File: src/rtl/uart_pkg.sv
// Shared constants and helpers for the UART clocking blocks.
package uart_pkg;

  localparam int unsigned ACC_WIDTH_DEFAULT     = 16;
  localparam int unsigned OVERSAMP_RATE_DEFAULT = 16;

  // 115200 baud x16 oversampling at 100 MHz with a 16-bit accumulator.
  localparam logic [15:0] DEFAULT_INC = 16'd1208;

  // Rounded phase increment for a target baud rate: baud*osr*2^acc_w/clk_hz.
  function automatic longint unsigned baud_inc(input longint unsigned clk_hz,
                                               input longint unsigned baud,
                                               input longint unsigned osr,
                                               input int unsigned     acc_w);
    longint unsigned num;
    num = (baud * osr) << acc_w;
    return (num + (clk_hz / 2)) / clk_hz;
  endfunction

endpackage

File: src/rtl/phase_acc.sv
// Phase accumulator: adds inc every enabled cycle and flags the overflow carry.
module phase_acc #(
  parameter int unsigned ACC_WIDTH = 16
) (
  input  logic                 clk,
  input  logic                 rst_n,
  input  logic                 en,
  input  logic                 clr,
  input  logic [ACC_WIDTH-1:0] inc,
  output logic                 carry
);

  logic [ACC_WIDTH-1:0] acc_q;
  logic [ACC_WIDTH:0]   sum;

  assign sum   = {1'b0, acc_q} + {1'b0, inc};
  // Clear wins over enable, so a resync cycle never produces a tick.
  assign carry = en && !clr && sum[ACC_WIDTH];

  always_ff @(posedge clk or negedge rst_n) begin
    if (!rst_n) begin
      acc_q <= '0;
    end else if (clr) begin
      acc_q <= '0;
    end else if (en) begin
      acc_q <= sum[ACC_WIDTH-1:0];
    end
  end

endmodule

File: src/rtl/baud_gen_frac.sv
// Fractional-N baud tick generator with oversample counter, resync and
// a handshaked increment that is swapped in only on bit boundaries.
module baud_gen_frac #(
  parameter int unsigned           ACC_WIDTH     = uart_pkg::ACC_WIDTH_DEFAULT,
  parameter int unsigned           OVERSAMP_RATE = uart_pkg::OVERSAMP_RATE_DEFAULT,
  parameter logic [ACC_WIDTH-1:0]  DEFAULT_INC   = ACC_WIDTH'(uart_pkg::DEFAULT_INC),
  parameter int unsigned           RESYNC_PHASE  = OVERSAMP_RATE / 2
) (
  input  logic                 clk_i,
  input  logic                 reset_n_i,
  input  logic                 enable_i,
  input  logic                 resync_i,
  input  logic [ACC_WIDTH-1:0] cfg_inc_i,
  input  logic                 cfg_valid_i,
  output logic                 cfg_ready_o,
  output logic                 clk16_en_o,
  output logic                 clk_en_o
);

  localparam int unsigned   OsW    = (OVERSAMP_RATE > 2) ? $clog2(OVERSAMP_RATE) : 1;
  localparam logic [OsW-1:0] OsMax = OsW'(OVERSAMP_RATE - 1);
  localparam logic [OsW-1:0] OsRes = OsW'(RESYNC_PHASE);

  logic [ACC_WIDTH-1:0] inc_q;
  logic [ACC_WIDTH-1:0] pend_q;
  logic                 pend_valid_q;
  logic [OsW-1:0]       os_cnt_q;
  logic                 clk16_en_q;
  logic                 clk_en_q;
  logic                 carry;
  logic                 bit_tick;
  logic                 apply;

  phase_acc #(
    .ACC_WIDTH (ACC_WIDTH)
  ) u_phase_acc (
    .clk   (clk_i),
    .rst_n (reset_n_i),
    .en    (enable_i),
    .clr   (resync_i),
    .inc   (inc_q),
    .carry (carry)
  );

  always_comb begin
    bit_tick = carry && (os_cnt_q == OsMax);
    // Swap only where it cannot stretch a bit: at the boundary, while idle, or on resync.
    apply    = pend_valid_q && (resync_i || !enable_i || bit_tick);
  end

  always_ff @(posedge clk_i or negedge reset_n_i) begin
    if (!reset_n_i) begin
      inc_q        <= DEFAULT_INC;
      pend_q       <= '0;
      pend_valid_q <= 1'b0;
      os_cnt_q     <= '0;
      clk16_en_q   <= 1'b0;
      clk_en_q     <= 1'b0;
    end else begin
      clk16_en_q <= carry;
      clk_en_q   <= bit_tick;

      if (resync_i) begin
        os_cnt_q <= OsRes;
      end else if (carry) begin
        os_cnt_q <= (os_cnt_q == OsMax) ? '0 : os_cnt_q + OsW'(1);
      end

      if (apply) begin
        inc_q        <= pend_q;
        pend_valid_q <= 1'b0;
      end else if (cfg_valid_i && !pend_valid_q) begin
        pend_q       <= cfg_inc_i;
        pend_valid_q <= 1'b1;
      end
    end
  end

  assign cfg_ready_o = !pend_valid_q;
  assign clk16_en_o  = clk16_en_q;
  assign clk_en_o    = clk_en_q;

endmodule

File: config.mk
export PLATFORM = sky130hd
export DESIGN_NAME = baud_gen_frac
export DESIGN_NICKNAME = d
export VERILOG_FILES = /design/src/rtl/uart_pkg.sv /design/src/rtl/phase_acc.sv /design/src/rtl/baud_gen_frac.sv
export SDC_FILE = /design/constraint.sdc
export NUM_CORES = 1
export LEC_CHECK = 0
export CAP_MARGIN = 20
export CORE_MARGIN = 1
export CORE_UTILIZATION = 30
export DETAILED_ROUTE_END_ITERATION = 10
export GPL_TIMING_DRIVEN = 0
export SLEW_MARGIN = 20
export SYNTH_ARGS = -nofsm -noshare
export SYNTH_HDL_FRONTEND = slang
export SYNTH_HIERARCHICAL = 1
export SYNTH_SLANG_ARGS = --single-unit
File: constraint.sdc
create_clock -name clk_i -period 3.55 [get_ports clk_i]
set_clock_uncertainty 0.2 [all_clocks]
set_input_delay 0.355 -clock clk_i [delete_from_list [all_inputs] [get_ports clk_i]]
set_output_delay 0.355 -clock clk_i [all_outputs]
set_load 0.01 [all_outputs]
Fig. 1: run 1, supply network
Scale: 4 px per um. Pins as bars on the die edge. Tap cells in gray.
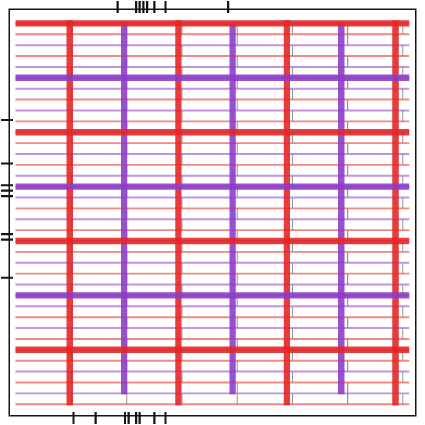
[purple] VDD
[red] VSS
signal pins: 24
rows: 35
area of the core region: 9370 um^2
die outline height: 101 um
Worst IR Drop VDD: 0.270 mV
Die Width: 101 um

Fig. 2: run 1, placed cells, one color a class
Scale: 4 px per um. Fill, decap, tap and diode cells in gray.
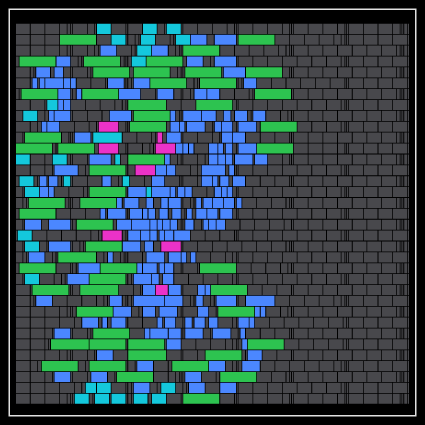
[magenta] clock drivers and dummy loads | cells: 8 | share of their area: 2.9%
[blue] combinational and other logic | cells: 188 | share of their area: 47%
[cyan] other buffers and delay cells | cells: 30 | share of their area: 8.6%
[green] flops | cells: 55 | share of their area: 42%

==> results.txt, run 1 <==
Quick summary of the implementation run below.

The total number of nets in the final design came out at 319. The final global-route overflow total is 0. STA reports the tightest min-delay check as being of type reg -> reg. The run finished with clean final reports. The delay of the slowest cell on the worst path came out at 420 ps.

The maximum fanout along the worst path came out at 10. The total standard cell area after synthesis is 2960 um^2. The top cell type in the final layout, fill and taps aside, is sky130_fd_sc_hd__dfrtp_1.

The per-instance average area after synthesis came out at 11.9 um^2. The H-tree was split into 2 levels. The number of setup violations in the final report came out at 0. The worst slew margin relative to its limit is 54.8%. Post-CTS timing repair inserted 0 buffers for setup. The weighted congestion at the end of routability-driven global placement came out at 0.865. After clock tree synthesis, the clock-pin slew on the worst setup and hold paths is 100 ps.

In this run, CTS created clock tree buffers numbering 5. After floorplanning, the core was divided into 35 placement rows. The initial antenna violation count came out at 0. Setup repair after global routing left no endpoint under its margin. The final cell area excluding filler cells is 3460 um^2. The critical path's slowest stage uses the library cell sky130_fd_sc_hd__fa_1. The total via count in the routed design is 1994. The worst setup slack after layout came out at 157 ps.

The static leakage is 1.52 nW. The hold-fix buffer count after cts came out at 1. The number of warning messages in the yosys log is 6. The maximum clock frequency is 295 MHz. The kind of cell with the highest combined delay along the critical path is AND-OR/OR-AND gates. The routed wirelength normalized by instance count came out at 13.2 um.

The post-synthesis cell count is 248. Tracing the worst setup path back leads to its startpoint at u_phase_acc/acc_q[0]. After legalization and detailed placement, the total HPWL measured 4050 um. Per the synth log, the flip-flop and latch total comes to 55. In this run the full chip footprint comes out at 10300 um^2. The maximum clock insertion buffer count came out at 2. The cell count in the Yosys report came out at 248. The first-pass GRT wire length came out at 9460 um. Looking at hold timing, the worst path starts from pend_q[11]. In the final timing run, aggregate negative setup slack is 0 ps.

Of all flip-flops after synthesis, the portion carrying an async set or reset was 100%. In this run, the number of DRC markers left after iteration 0 of detailed routing was 85. The number of clock sinks came to 55.
Fig. 3: run 1, clock network drawn from the DEF
Scale: 4 px per um.
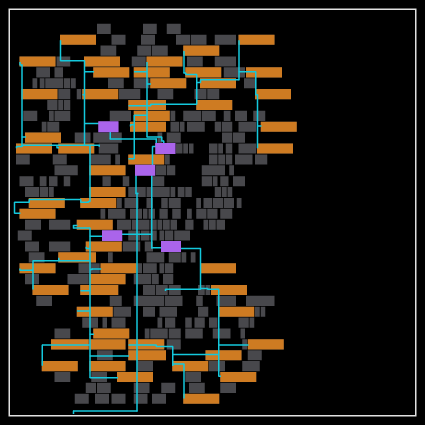
[cyan] clock wires | length: 611 um
[purple] clock drivers | count: 5
[orange] flip-flops | count: 55
routed clock nets: 6
total clock network power: 0.358 mW
clock latency on the worst-skew pair: 300 ps
relative contribution of the clock network to total power: 14.6%

Fig. 4: run 1, routed metal, one color a layer
Scale: 4 px per um.
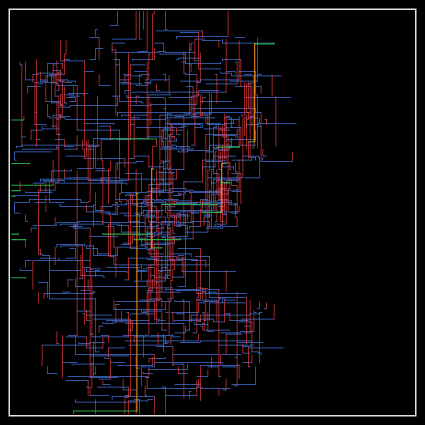
[orange] metal 4 | wire length: 111 um
[green] metal 3 | wire length: 117 um
[blue] metal 1 | wire length: 2670 um
[red] metal 2 | wire length: 2490 um
GRT Util Overall: 11.6%
aggregate routed wire length: 5390 um

==> run 1: final timing paths <==
kind | end | slack [ps]
min in group asynchronous | pend_q[4] | 430
min reg2reg | inc_q[11] | 310
min | inc_q[11] | 310
max in group asynchronous | pend_q[10] | 2270
max | inc_q[12] | 160
max reg2reg | inc_q[12] | 160
==> run 1: metal layers <==
layer | up-vias | track usage (%) | part of all wire [%]
met5 | - | 0 | 0
met4 | 0 | 4.68 | 2.0
met3 | 9 | 1.45 | 2.2
met2 | 27 | 18.8 | 46
met1 | 987 | 15.6 | 50
li1 | 971 | - | -
==> run 1: synth_stat cells (2+ instances only) <==
master,count,share of area (%)
sky130_fd_sc_hd__buf_2,2,0.34
sky130_fd_sc_hd__inv_1,8,1.0
sky130_fd_sc_hd__a31oi_1,4,0.85
sky130_fd_sc_hd__nor2_1,19,2.4
sky130_fd_sc_hd__a211oi_1,5,1.3
sky130_fd_sc_hd__ha_1,17,7.2
sky130_fd_sc_hd__mux2_2,22,8.4
sky130_fd_sc_hd__nand3_1,2,0.34
sky130_fd_sc_hd__o211ai_2,2,0.85
sky130_fd_sc_hd__a22o_1,4,1.2
sky130_fd_sc_hd__and3_1,3,0.63
sky130_fd_sc_hd__o21ai_0,6,1.0
sky130_fd_sc_hd__a21oi_1,12,2.0
sky130_fd_sc_hd__mux2_4,10,5.1
sky130_fd_sc_hd__or2_2,2,0.42
sky130_fd_sc_hd__dfstp_2,5,4.4
sky130_fd_sc_hd__a21o_1,2,0.51
sky130_fd_sc_hd__dfrtp_1,50,42
sky130_fd_sc_hd__nand2_1,15,1.9
sky130_fd_sc_hd__xor2_1,5,1.5
sky130_fd_sc_hd__and2_1,3,0.63
sky130_fd_sc_hd__mux2i_1,8,2.7
sky130_fd_sc_hd__nor2b_1,2,0.42
sky130_fd_sc_hd__a21boi_0,2,0.51
sky130_fd_sc_hd__nor3_1,3,0.51
sky130_fd_sc_hd__xnor2_1,6,1.8
==> run 1: flip-flops by register name, indices dropped and copies added, names as in the netlist <==
signal	cells
pend_valid_q	1
clk_en_o	1
pend_q	16
clk16_en_o	1
inc_q	16
os_cnt_q	4
u_phase_acc/acc_q	16
==> run 1: cell families (layout without fill, tap and decap cells) <==
family / count (synthesis) / after routing / share of synthesized area, %
simple gates: 56 / 56 / 9.27
compound gates: 55 / 55 / 14.4
flops: 55 / 55 / 46.8
mux: 40 / 40 / 16.2
fa+ha+maj: 18 / 18 / 7.87
buf+inv: 13 / 46 / 2.29
xor+xnor: 11 / 11 / 3.26
==> run 1: cell type report <==
cell class	count	area, um^2
Fill cell	951	5910
Multi-Input combinational cell	180	1510
Sequential cell	55	1380
Timing Repair Buffer	25	245
Tap cell	129	161
Clock buffer	7	86.3
Buffer	5	37.5
Inverter	8	30.0
Clock inverter	1	8.76
==> run 1: power breakdown <==
| group | total, mW | internal [mW] | switching (mW) |
|---|---|---|---|
| sequential | 0.919 | 0.812 | 0.108 |
| clock | 0.358 | 0.162 | 0.196 |
| combinational | 1.17 | 0.560 | 0.607 |
--- run 2 (diff from run 1) ---
- CTS_BUF_LIST: default -> sky130_fd_sc_hd__clkbuf_8 sky130_fd_sc_hd__clkbuf_16
Fig. 5: run 2, supply network
Scale: 4 px per um. Pins as bars on the die edge. Tap cells in gray.
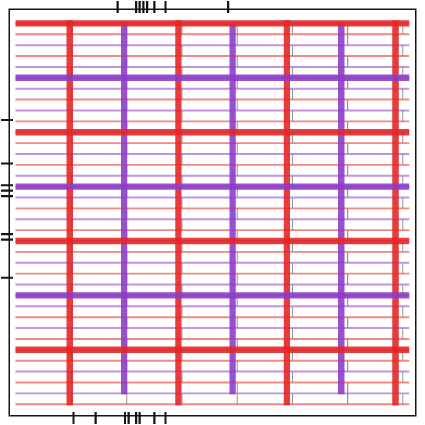
[purple] VDD
[red] VSS
met4 straps: 7
met5 straps: 7
tap cells: 129

Fig. 6: run 2, track usage over the die
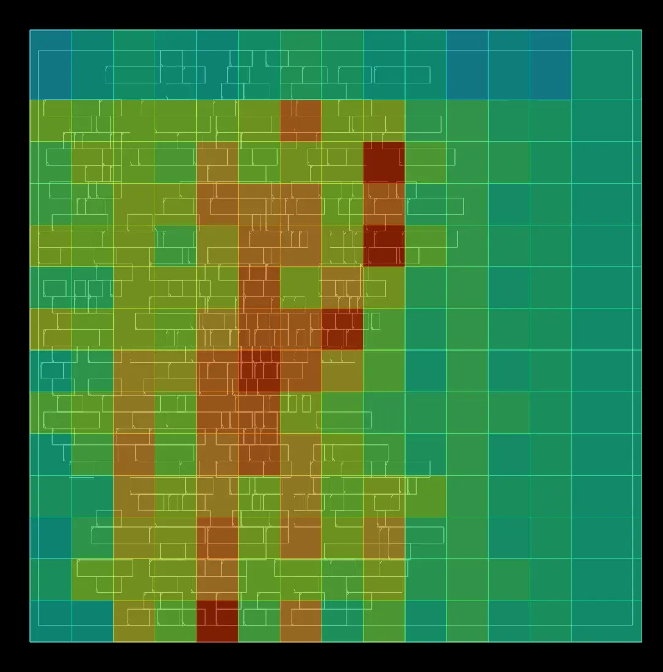
GR Layer Usage met2: 18.8%
met1 Resource Use GR: 15.6%
final standard cell utilization of the core: 36.9%
routing layer with the top usage in global route: met2

==> results.txt, run 2 <==
Quick summary of the implementation run below.

The family with the most delay on the worst path is AND-OR/OR-AND gates. The total via count in the routed design is 2000 (+0.30%). The depth of the CTS H-tree came to 2 (unchanged).

The largest registers in the layout are inc_q (16), pend_q (16), u_phase_acc/acc_q (16). Among logic cells in the layout, the one with the most instances is sky130_fd_sc_hd__dfrtp_1. The post-synthesis cell count came out at 248 (unchanged). The initial antenna violation count came out at 0 (unchanged). The routed wire length is 5390 um (about the same). The maximum clock insertion buffer count came to 2 (unchanged). The worst slew margin relative to its limit came out at 54.8% (about the same). The maximum clock frequency came out at 295 MHz (about the same). The count of routing violations after the opening detailed-route iteration came out at 86 (+1.2%). The total standard cell area after synthesis came out at 2960 um^2 (unchanged).

The most critical setup path has its endpoint at inc_q[12]. The total die size came out at 10300 um^2 (unchanged). The first-pass GRT wire length came out at 9460 um (unchanged). The TritonCTS sink count is 55 (unchanged).

According to the hold report, the worst path is of the reg -> reg type. The cell at the slowest stage of the critical path is sky130_fd_sc_hd__fa_1. The core area came to 9370 um^2 (unchanged). The peak supply drop is 0.270 mV (about the same).

The maximum fanout along the worst path is 10 (unchanged). The clock-pin transition on the worst setup and hold timing paths is 100 ps (about the same). For reference, the critical path is launched at u_phase_acc/acc_q[0]. Ranked by total cell area, the synthesized netlist is headed by sky130_fd_sc_hd__dfrtp_1 (42%), sky130_fd_sc_hd__mux2_2 (8.4%), sky130_fd_sc_hd__ha_1 (7.2%). Setup repair after global routing left no endpoint under its margin. The cell count in the Yosys report is 248 (unchanged). The cell taking the most area after synthesis is sky130_fd_sc_hd__dfrtp_1.

The worst setup slack after layout came out at 158 ps (+0.993 ps). The run finished with clean final reports. The total global routing track utilization is 11.6% (unchanged).

Per the timing report, the most critical flop-to-flop path finishes at inc_q[12]. The delay of the slowest cell on the worst path is 420 ps (about the same). The number of max-cap violations came out at 0. The setup slack of the most critical reg-to-reg path is 160 ps (about the same). The commonest cells after synthesis are sky130_fd_sc_hd__dfrtp_1 (50), sky130_fd_sc_hd__mux2_2 (22), sky130_fd_sc_hd__nor2_1 (19), sky130_fd_sc_hd__ha_1 (17), sky130_fd_sc_hd__nand2_1 (15). The total negative slack came out at 0 ps (unchanged). The total number of nets in the final design came to 319 (unchanged). The number of cell rows is 35 (unchanged). The post-synthesis async set-or-reset flop share is 100% (unchanged). The static leakage is 1.53 nW (+0.27%).

The share of the synthesized area in the top cell type came out at 42.3% (unchanged). The horizontal extent of the die came out at 101 um (unchanged). The final global-route overflow total is 0 (unchanged). The number of setup violations in the final report is 0 (unchanged). The fill cell instance count of the final layout came out at 951 (unchanged).

The source-to-sink clock delay at the later pin of the worst-skew pair is 300 ps (about the same). The routed wirelength normalized by instance count was 13.1 um (about the same). The vertical die dimension came out at 101 um (unchanged). The number of warning messages in the yosys log came out at 6 (unchanged). The estimated wirelength of the detail-placed design is 4050 um (unchanged). In the post-synthesis netlist, the cell with the most instances is sky130_fd_sc_hd__dfrtp_1.
Fig. 7: run 2, clock network drawn from the DEF
Scale: 4 px per um.
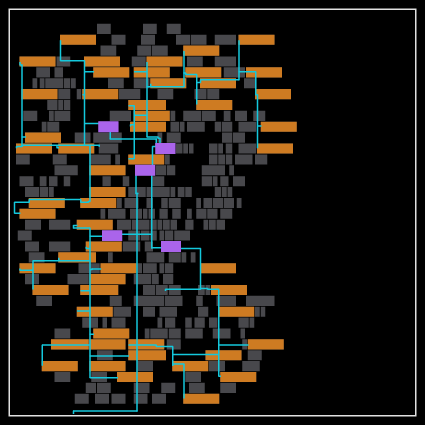
[cyan] clock wires | length: 610 um
[orange] flip-flops | count: 55
[purple] clock drivers | count: 5
routed clock nets: 6
total clock network power: 0.355 mW

[run 2: worst min path at each step]
stage	from	to	slack, ps	cells after the start
2_1_floorplan	reset_n_i	clk16_en_o	-140	0
6_report	pend_q[11]	inc_q[11]	310	1
3_5_place_dp	reset_n_i	pend_q[4]	240	1
4_1_cts	pend_q[10]	inc_q[10]	310	1
3_3_place_gp	pend_q[5]	inc_q[5]	290	1
5_1_grt	pend_q[11]	inc_q[11]	330	1
[run 2: layout make-up]
type | instances | area, um^2 | share of cell area, %
multi-input cells | 180 | 1510 | 43.6
plain buffers | 5 | 37.5 | 1.09
inverters | 8 | 30.0 | 0.868
repair buffers | 25 | 245 | 7.09
well taps | 129 | 161 | 4.67
flip-flops and latches | 55 | 1380 | 40.0
clock buffers | 6 | 82.6 | 2.39
clock inverters | 2 | 12.5 | 0.362
[run 2: logic make-up (layout without fill, tap and decap cells)]
family / after synthesis / after routing / share of synthesized area (%)
compound gates: 55 / 55 / 14.4
xor+xnor: 11 / 11 / 3.26
fa+ha+maj: 18 / 18 / 7.87
buf+inv: 13 / 46 / 2.29
flops: 55 / 55 / 46.8
mux: 40 / 40 / 16.2
simple gates: 56 / 56 / 9.27
[run 2: repair_timing]
| action | in CTS | in global routing |
|---|---|---|
| endpoints found under the setup margin | 0 | 10 |
| setup buffers | 0 | 1 |
| gates resized | 0 | 1 |
| hold buffers | 1 | 0 |
| hold endpoints to repair | 50 | 0 |
[run 2: power by group]
part           internal, mW  switching [mW]  leakage [nW]
Clock                 0.159           0.196        0.0530
Combinational         0.560           0.607         0.804
Sequential            0.812           0.108         0.672
[run 2: through the flow]
stage               cell area, um^2  total power [mW]
detailed placement             3350              2.08
floorplan                      2960              1.84
global route                   3460              2.63
finish                         3460              2.44
CTS                            3450              2.46
global placement               3350              2.05
[run 2: metal layers]
metal,up-vias,global-route usage [%],routed length (um)
met4,0,4.68,110
li1,971,-,-
met2,27,18.8,2500
met5,-,0,0
met3,9,1.45,117
met1,993,15.6,2660
Power is estimated from default activity; no workload was simulated.
